==> config.mk <==
export PLATFORM = sky130hd
export DESIGN_NAME = fp_abs_arbiter_flat
export DESIGN_NICKNAME = d
export VERILOG_FILES = /design/src/rtl/fp_abs_arb_pkg.sv /design/src/rtl/fp_abs_arbiter_if.sv /design/src/rtl/fp_abs_pipe.sv /design/src/rtl/fp_abs_arbiter.sv /design/src/flat_wrapper.sv
export SDC_FILE = /design/constraint.sdc
export NUM_CORES = 1
export LEC_CHECK = 0
export CAP_MARGIN = 15
export CELL_PAD_IN_SITES_DETAIL_PLACEMENT = 1
export CELL_PAD_IN_SITES_GLOBAL_PLACEMENT = 1
export CORE_MARGIN = 3
export CORE_UTILIZATION = 26
export DETAILED_ROUTE_END_ITERATION = 10
export PLACE_DENSITY_LB_ADDON = 0.1
export SKIP_LAST_GASP = 1
export SLEW_MARGIN = 20
export SYNTH_ARGS = -nofsm -noshare
export SYNTH_HDL_FRONTEND = slang
export SYNTH_SLANG_ARGS = --single-unit
==> constraint.sdc <==
create_clock -name aclk -period 8.3 [get_ports aclk]
set_input_delay 0.83 -clock aclk [delete_from_list [all_inputs] [get_ports aclk]]
set_output_delay 0.83 -clock aclk [all_outputs]
set_load 0.1 [all_outputs]
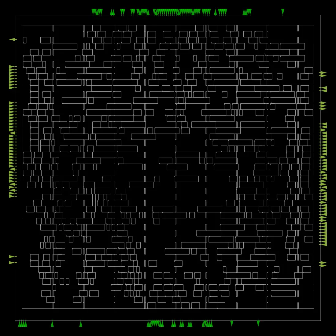
(images/final_placement.png)
Final Util: 0.381
Seq cells: 70

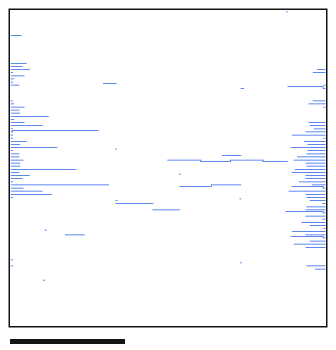
(images/met3.png)
Scale bar: 50 um.
nets with wire on the layer: 97
wire length on this layer: 871 um
met3 usage: 0.0345
vias: 3352

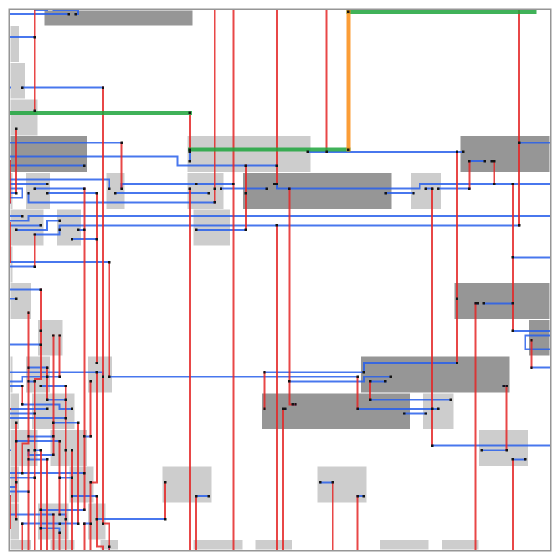
(images/zoom.png)
Region (49, 21) to (89, 61) um. Cells in grey, sequential cells in the stronger grey; small squares are vias.
[met2] red
[met1] blue
[met4] orange
[met3] green
cells with their middle in the window: 27
sequential cells in the window: 6
most frequent: edfxtp_1 (5), a21oi_1 (4)

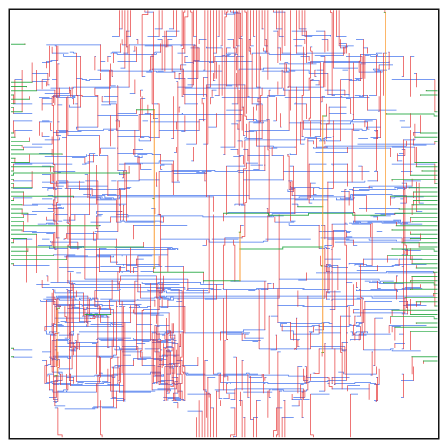
(images/metal_stack.png)
[met1] blue | wire length: 5460 um
[met3] green | wire length: 871 um
[met2] red | wire length: 6090 um
[met4] orange | wire length: 230 um
Total GRT Usage: 0.132
per-cell routed wire length: 17.3 um

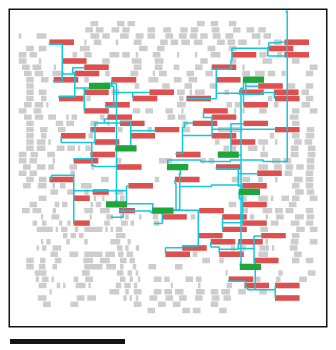
(images/clock_map.png)
Scale bar: 50 um.
[clock wires] cyan | length: 1130 um
[cells driving clock nets] green | count: 9
[flip-flops] red | count: 70
routed clock nets: 10
skew final: 0.00735 ns
clk latency late pin: 0.34 ns
clock power share: 0.194

==> flow_metrics.py <==
# Metrics from the implementation run
metrics = {
    "final_layout": {
        "nMultiInputCombCells": 249,
        "final-seq-area_sq_mm": 0.00206,
        "clock_buffers": 9,
        "comb-cell-share": 0.318,
        "logic_area_sq_mm": 0.00203,
        "buf_share": 0.267,
        "largest_reg_flops": 62,
        "clk_share": 0.0449,
        "antennaDiodeCount": 0,
        "lay_top_count": "clkdlybuf4s50_1",
        "lay_top_cells": "clkdlybuf4s50_1 (168), edfxtp_1 (66), nor2_1 (44)",
        "dominant_cells": "flip-flops and latches",
        "syn2layout_area_growth_pct": 41.7,
    },
    "synth": {
        "fa_ha_area_frac": 0.0221,
        "async_reset_ff_frac": 0,
        "synth_top_flop_cell": "edfxtp_1",
        "avgSynthCellArea_sq_um": 11.7,
        "synth_cell_types": 42,
        "synth.mux.area_fraction": 0.180,
        "ys_seq_share": 0.456,
        "ys_sh_aoi": 0.125,
        "synthTopCellsByArea": "edfxtp_1 (44%), mux2_2 (8.7%), mux2i_1 (7.7%)",
        "edf_count": 66,
        "yosys_warnings": 0,
        "synth_chip_area_sq_mm": 0.00452,
        "top_area_frac": 0.438,
    },
    "pwr": {
        "p_sw_uw": 842,
        "power-top-group": "combinational logic",
        "p_leak_uw": 0.00249,
        "power_density_mw_per_mm2": 304,
        "combPwrFrac": 0.529,
        "ir_drop_mv": 0.0999,
        "p_clk_uw": 378,
        "comb-power_uw": 1030,
        "p_int_uw": 1110,
    },
    "routing": {
        "drt_iter0_drc": 184,
        "drc": 0,
        "ant_nets": 0,
    },
    "place": {
        "dp_slack_ns": 3.07,
        "post-dp-hpwl_um": 8850,
        "portBuffers": 168,
        "finalWeightedCongestion": 0.730,
    },
    "clocking": {
        "postCtsSetupBuffers": 0,
        "cts_root_buffer": "clkbuf_16",
        "ctsResizeCount": 0,
        "clock_path_buffers": 2,
        "ctsHoldBuffers": 0,
    },
    "die": {
        "fp-row-count": 47,
        "chipArea_sq_mm": 0.0190,
        "well_tap_count": 220,
        "die_width_um": 138,
        "die_height_um": 138,
    },
    "worst_setup_path": {
        "reg2reg_setup_slack_ns": 3.88,
        "crit_fanout": 20,
        "crit_arrival_ns": 4.72,
    },
    "run_status": {
        "status": "finished, final reports clean",
    },
    "sta": {
        "tightest_slew_ns": 1.02,
        "finalCriticalPeriod_ns": 5.55,
        "fin_ws_ns": 2.75,
        "setup_viol": 0,
        "slew_headroom": 0.320,
        "max_freq_mhz": 180,
    },
    "grt": {
        "grt_pass1_wl_um": 19100,
        "grt_overflow": 0,
    },
}
-- worst max-delay path: stages, from the launching register on --
cell	delay [ns]
dfxtp_1	0.90
inv_1	0.40
ha_1	0.58
or3b_1	0.45
a2111oi_2	0.42
nand3b_2	0.27
a21oi_1	0.10
nor2_1	0.10
clkdlybuf4s50_1	1.15
-- stage by stage --
stage | area, sq um | std cells | power, uW
3_5_place_dp | 6120 | 717 | 1590
2_1_floorplan | 4520 | 386 | 1380
5_1_grt | 6410 | 732 | 2060
4_1_cts | 6410 | 732 | 1980
6_report | 6410 | 732 | 1950
3_3_place_gp | 6120 | 717 | 1570
-- Yosys cell counts, types with 4 or more instances --
| master | number |
|---|---|
| a21oi_1 | 14 |
| a211oi_2 | 19 |
| a2bb2oi_1 | 5 |
| buf_4 | 40 |
| clkbuf_1 | 12 |
| o21ai_0 | 4 |
| inv_1 | 5 |
| buf_6 | 4 |
| nor2_1 | 45 |
| dfxtp_1 | 4 |
| nand3b_1 | 5 |
| buf_2 | 4 |
| edfxtp_1 | 66 |
| a211oi_1 | 14 |
| and2_1 | 33 |
| mux2_2 | 35 |
| ha_1 | 8 |
| mux2i_1 | 35 |
-- kinds of logic (layout without fill, tap and decap cells) --
| logic type | count (synthesis) | after routing |
|---|---|---|
| and+or+nand+nor | 101 | 101 |
| muxes | 73 | 73 |
| DFF | 70 | 70 |
| buffers and inverters | 67 | 193 |
| AOI/OAI and AO/OA | 66 | 66 |
| adders and majority gates | 8 | 8 |
| other | 1 | 1 |
-- routing by layer --
layer | share of wire | wire [um] | up-vias | track usage
met5 | 0 | 0 | - | 0
met4 | 0.018 | 229 | 0 | 0.0532
met3 | 0.069 | 871 | 15 | 0.0345
met2 | 0.48 | 6090 | 111 | 0.216
met1 | 0.43 | 5460 | 1595 | 0.167
li1 | - | - | 1631 | -
No activity file was given, so power comes from the tool's default toggle rates.
